$ cat config.mk
export PLATFORM = sky130hd
export DESIGN_NAME = dot_acc
export DESIGN_NICKNAME = d
export VERILOG_FILES = /design/src/rtl/dot_acc.sv
export SDC_FILE = /design/constraint.sdc
export NUM_CORES = 2
export LEC_CHECK = 0
export CAP_MARGIN = 30
export CORE_UTILIZATION = 40
export CTS_CLUSTER_DIAMETER = 120
export CTS_CLUSTER_SIZE = 16
export DETAILED_ROUTE_END_ITERATION = 16
export PLACE_DENSITY = 0.69
export SYNTH_ARGS = -nofsm -noshare
export SYNTH_HDL_FRONTEND = slang
export SYNTH_SLANG_ARGS = --single-unit
$ cat constraint.sdc
create_clock -name clk -period 7.05 [get_ports clk]
set_input_delay 1.41 -clock clk [delete_from_list [all_inputs] [get_ports clk]]
set_output_delay 1.41 -clock clk [all_outputs]
set_load 0.01 [all_outputs]
$ cat src/rtl/dot_acc.sv
// Pipelined signed dot-product engine: LANES multipliers, registered adder tree,
// and a packet accumulator that emits one (optionally saturated) sum per ilast beat.
module dot_acc #(
    parameter int LANES  = 8,
    parameter int IWIDTH = 8,
    parameter int OWIDTH = 32,
    parameter int SAT    = 1
) (
    input  logic                       clk,
    input  logic                       rst,
    input  logic [LANES*IWIDTH-1:0]    vec0,
    input  logic [LANES*IWIDTH-1:0]    vec1,
    input  logic                       ivalid,
    input  logic                       ilast,
    output logic signed [OWIDTH-1:0]   result,
    output logic                       ovalid,
    output logic                       ovf
);

    localparam int LG    = $clog2(LANES);
    localparam int PW    = 2 * IWIDTH;
    localparam int TW    = PW + LG;
    localparam int NODES = 2 * LANES - 1;
    localparam int DEPTH = LG + 2;

    function automatic logic signed [TW-1:0] mul_ext(input logic signed [IWIDTH-1:0] a,
                                                     input logic signed [IWIDTH-1:0] b);
        logic signed [PW-1:0] p;
        p = a * b;
        return {{LG{p[PW-1]}}, p};
    endfunction

    function automatic logic signed [OWIDTH-1:0] clamp(input logic signed [OWIDTH:0] s);
        if (s[OWIDTH] == s[OWIDTH-1])
            return s[OWIDTH-1:0];
        else if (SAT != 0)
            return s[OWIDTH] ? {1'b1, {(OWIDTH-1){1'b0}}} : {1'b0, {(OWIDTH-1){1'b1}}};
        else
            return s[OWIDTH-1:0];
    endfunction

    // Stage 0: input registers
    logic [LANES*IWIDTH-1:0] a_p0_q, b_p0_q;
    always_ff @(posedge clk) begin
        a_p0_q <= vec0;
        b_p0_q <= vec1;
    end

    // Stage 1 and tree levels: heap-ordered nodes, leaves hold products, node 0 is the root
    logic signed [TW-1:0] node_q [NODES];
    always_ff @(posedge clk) begin
        for (int i = 0; i < LANES; i++)
            node_q[LANES-1+i] <= mul_ext(a_p0_q[i*IWIDTH +: IWIDTH], b_p0_q[i*IWIDTH +: IWIDTH]);
        for (int k = 0; k < LANES-1; k++)
            node_q[k] <= node_q[2*k+1] + node_q[2*k+2];
    end

    logic [DEPTH-1:0] vld_q, lst_q;
    always_ff @(posedge clk) begin
        if (!rst) begin
            vld_q <= '0;
            lst_q <= '0;
        end else begin
            vld_q <= {vld_q[DEPTH-2:0], ivalid};
            lst_q <= {lst_q[DEPTH-2:0], ivalid & ilast};
        end
    end

    // Final stage: accumulate at OWIDTH+1 bits, then clamp or wrap
    logic signed [OWIDTH-1:0] acc_q, clip_d;
    logic signed [OWIDTH:0]   base_d, sum_d;
    logic                     first_q, ovf_acc_q, step_ovf_d;

    always_comb begin
        base_d     = first_q ? '0 : {acc_q[OWIDTH-1], acc_q};
        sum_d      = base_d + {{(OWIDTH+1-TW){node_q[0][TW-1]}}, node_q[0]};
        step_ovf_d = sum_d[OWIDTH] ^ sum_d[OWIDTH-1];
        clip_d     = clamp(sum_d);
    end

    always_ff @(posedge clk) begin
        if (!rst) begin
            acc_q     <= '0;
            first_q   <= 1'b1;
            ovf_acc_q <= 1'b0;
            result    <= '0;
            ovalid    <= 1'b0;
            ovf       <= 1'b0;
        end else begin
            ovalid <= 1'b0;
            if (vld_q[DEPTH-1]) begin
                if (lst_q[DEPTH-1]) begin
                    result    <= clip_d;
                    ovf       <= ovf_acc_q | step_ovf_d;
                    ovalid    <= 1'b1;
                    acc_q     <= '0;
                    first_q   <= 1'b1;
                    ovf_acc_q <= 1'b0;
                end else begin
                    acc_q     <= clip_d;
                    first_q   <= 1'b0;
                    ovf_acc_q <= ovf_acc_q | step_ovf_d;
                end
            end
        end
    end

endmodule

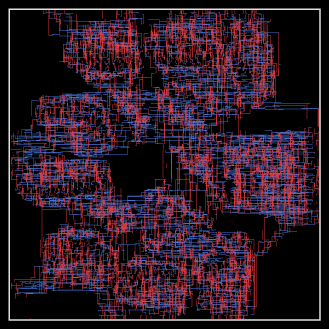
*Signal wires by layer*
Drawn at 1 px/um. Two of the layers only.
Blue is metal 1, wire length 35.5 mm. Red is metal 2, wire length 34.7 mm.
Routed WL: 74200 um
Via Count: 25892

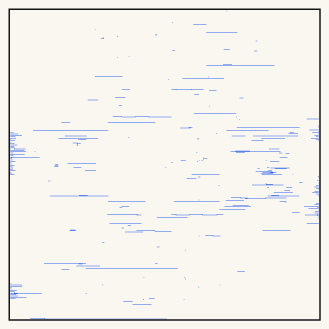
*Signal wires on met3*
Drawn at 1 px/um.
178 nets have wire on it. The layer carries 2620 um of wire. The wires run mostly horizontal.
grt met3 use: 2.12%

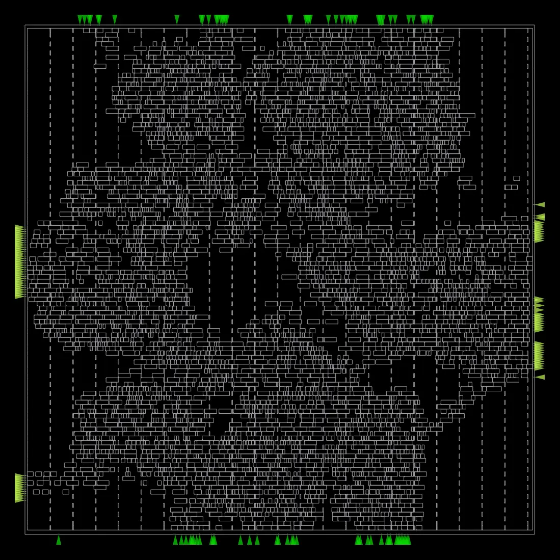
*Cell placement*
flop share of the area: 22.3%
registers: 467

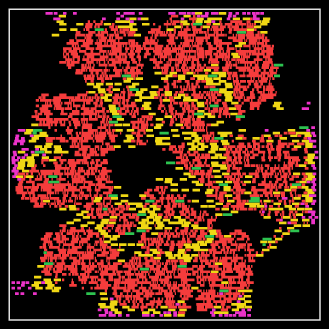
*Cell classes on the final placement*
Drawn at 1 px/um.
Magenta is other buffers and delay cells, cells 169, share of their area 4.2%. Red is combinational and other logic, cells 3428, share of their area 70%. Yellow is flops, cells 467, share of their area 23%. Green is clock drivers and dummy loads, cells 47, share of their area 2.7%.

[metal layers]
layer / share of wire [%] / wire length (um)
met2: 47 / 34700
met3: 3.5 / 2620
met4: 1.9 / 1450
met1: 48 / 35500
met5: 0.018 / 13
[cell type report]
type                    instances  area, um^2  area share, %
clock buffers                  40         990           2.36
inverters                     726        2730           6.49
flip-flops and latches        467        9350           22.3
repair buffers                169        1690           4.02
multi-input cells            2702       25500           60.8
clock inverters                 7         114          0.271
well taps                    1254        1570           3.74
[cell families (layout without fill, tap and decap cells)]
kind of cell,Yosys count,count (layout),share of synthesized area [%]
XOR/XNOR,231,231,5.35
AND/OR/NAND/NOR,1130,1130,16.0
buffers and inverters,760,942,7.68
adder cells (fa/ha/maj),830,830,36.4
multiplexers,17,17,0.517
AND-OR/OR-AND,494,494,9.34
flip-flops,467,467,24.7
[cells in the mapped netlist, types with 10 or more instances]
master,count
and4_1,11
and2_1,354
ha_1,382
nor2b_1,111
o21bai_1,11
xnor2_1,193
nor2_1,155
inv_1,726
or3_1,30
a221o_1,51
clkbuf_1,23
fa_1,448
o21ai_0,84
a31oi_1,19
o21a_1,14
a21oi_1,92
or2_2,13
dfxtp_1,467
nand2b_1,39
nor3_1,60
nand2_1,225
a21o_1,51
nand3_1,56
mux2_2,10
nor4_1,14
a21boi_0,38
a211oi_1,10
and3_1,29
xor2_1,38
o41ai_1,12
o211ai_1,30
[registers in the layout (all words and copies together) (netlist names)]
name       cells
node_q       261
lst_q          5
ovalid         1
result        32
vld_q          5
a_p0_q        64
ovf_acc_q      1
b_p0_q        64
first_q        1
ovf            1
acc_q         32
[power groups by stage]
stage,Sequential [W],Clock (W),Combinational [W]
floorplan,0.00386,0,0.00863
global placement,0.00409,0,0.0106
detailed placement,0.00408,0,0.0108
CTS,0.00403,0.00218,0.0109
global route,0.00410,0.00228,0.0124
finish,0.00402,0.00209,0.0108
[final timing paths]
| kind | slack, ps | from | end | cells after the start |
|---|---|---|---|---|
| worst max register to register | 2330 | b_p0_q[34] | node_q[1][71] | 17 |
| worst max-delay path | 2330 | b_p0_q[34] | node_q[1][71] | 17 |
| worst min-delay path | 430 | vld_q[1] | vld_q[2] | 1 |
| worst min register to register | 430 | vld_q[1] | vld_q[2] | 1 |
[critical path, delay by kind of cell (launching register included)]
kind	cells	cell delay [ps]
and+or+nand+nor	3	880
adders and majority gates	5	2060
DFF	1	490
AOI/OAI and AO/OA	6	1000
buffers and inverters	3	210
[stage by stage]
stage | instances | utilization (%)
after floorplan | 3929 | -
after global placement | 5317 | 43.7
after detailed placement | 5318 | 43.7
after CTS | 5365 | 44.9
after global routing | 5365 | 44.9
final | 5365 | 44.9
==> run_results.csv <==
group,metric,value,unit
run_status,status,"completed",
synth,ys_ff,467,
job,openroad.warnings,26,
route,drcViolationCount,0,
synth,yosysWarnings,0,
global_routing,grt_pass1_vias,26931,
final_layout,layout_top_cells,"inv_1, dfxtp_1, fa_1",
final_timing,worst_slack,2330,ps
clock_network,cts_tree,"built",
pwr,p_seq_share,23.8,%
synth,synthArstFlopShare,0,%
floorplanning,initCoreUtil,40.4,%
final_timing,max_slew_margin,32.3,%
global_routing,grt_antenna_before_repair,1,
final_timing,skew,20.9,ps
critical_path,critPathMaxStageDelay,600,ps
critical_path,cp_max_fo,8,
pwr,p_leak,19.8,nW
final_timing,setup_tns,0,ps
final_layout,insertedDiodeCount,0,
global_routing,grt.busiest_layer,"met2",
route,drtAntennaViolNets,0,
clock_network,cts_buffer_depth,3,
synth,synth_cells,3929,
synth,yosysTopAreaCellShare,24.7,%
pwr,switching_share,43.2,%
placement,gp_congestion,0.872,
global_routing,grt_use_total,16.2,%
job,cap_violations,0,
final_timing,slew_viol_final,0,
placement,place_ws,2390,ps
floorplanning,ios,166,
floorplanning,num_rows,112,
synth,ys_cells,3929,
synth,yosys_area,37800,um^2
synth,largest_area_cell,"dfxtp_1",
final_layout,layout.nets,5065,
placement,dpl.hpwl,60800,um
synth,ys_seq_share,24.7,%
placement,dpl_cell_area,40900,um^2
route,vias_per_cell,4.83,
synth,synthTopCellsByArea,"dfxtp_1, fa_1, ha_1, inv_1, and2_1",
pwr,clkPwrFrac,12.4,%
floorplanning,dieWidth,309,um
clock_network,cts.clk_slew.worst_paths,80,ps
hold_path,hp-class,"flop to flop",
final_timing,finalClockPeriodUsage,66.9,%
critical_path,cp-end-kind,"flop",
final_timing,finalCriticalPeriod,4720,ps
global_routing,grt_pass1_wl,129000,um
critical_path,path_cells,"nand2_1 -> fa_1 -> inv_1 -> fa_1 -> inv_1 -> fa_1 -> fa_1 -> inv_1 -> ha_1 -> nor2b_1 -> o21ai_0 -> a21boi_0 -> o21ai_0 -> a21boi_0 -> o21ai_0 -> or4b_2 -> o211ai_1",
final_layout,design_area,42000,um^2
final_layout,nFillCells,8958,
pwr,power,0.0169,W
floorplanning,core,93500,um^2
critical_path,worstPathRequired,7530,ps
global_routing,overflow,0,
final_timing,rsz0062_at_grt,"false",
synth,fp_nets,4891,
route,drt_first_pass_iters,8,
synth,netlist_area,37800,um^2
Power figures rest on the tool's default switching activity, not on a simulated workload.
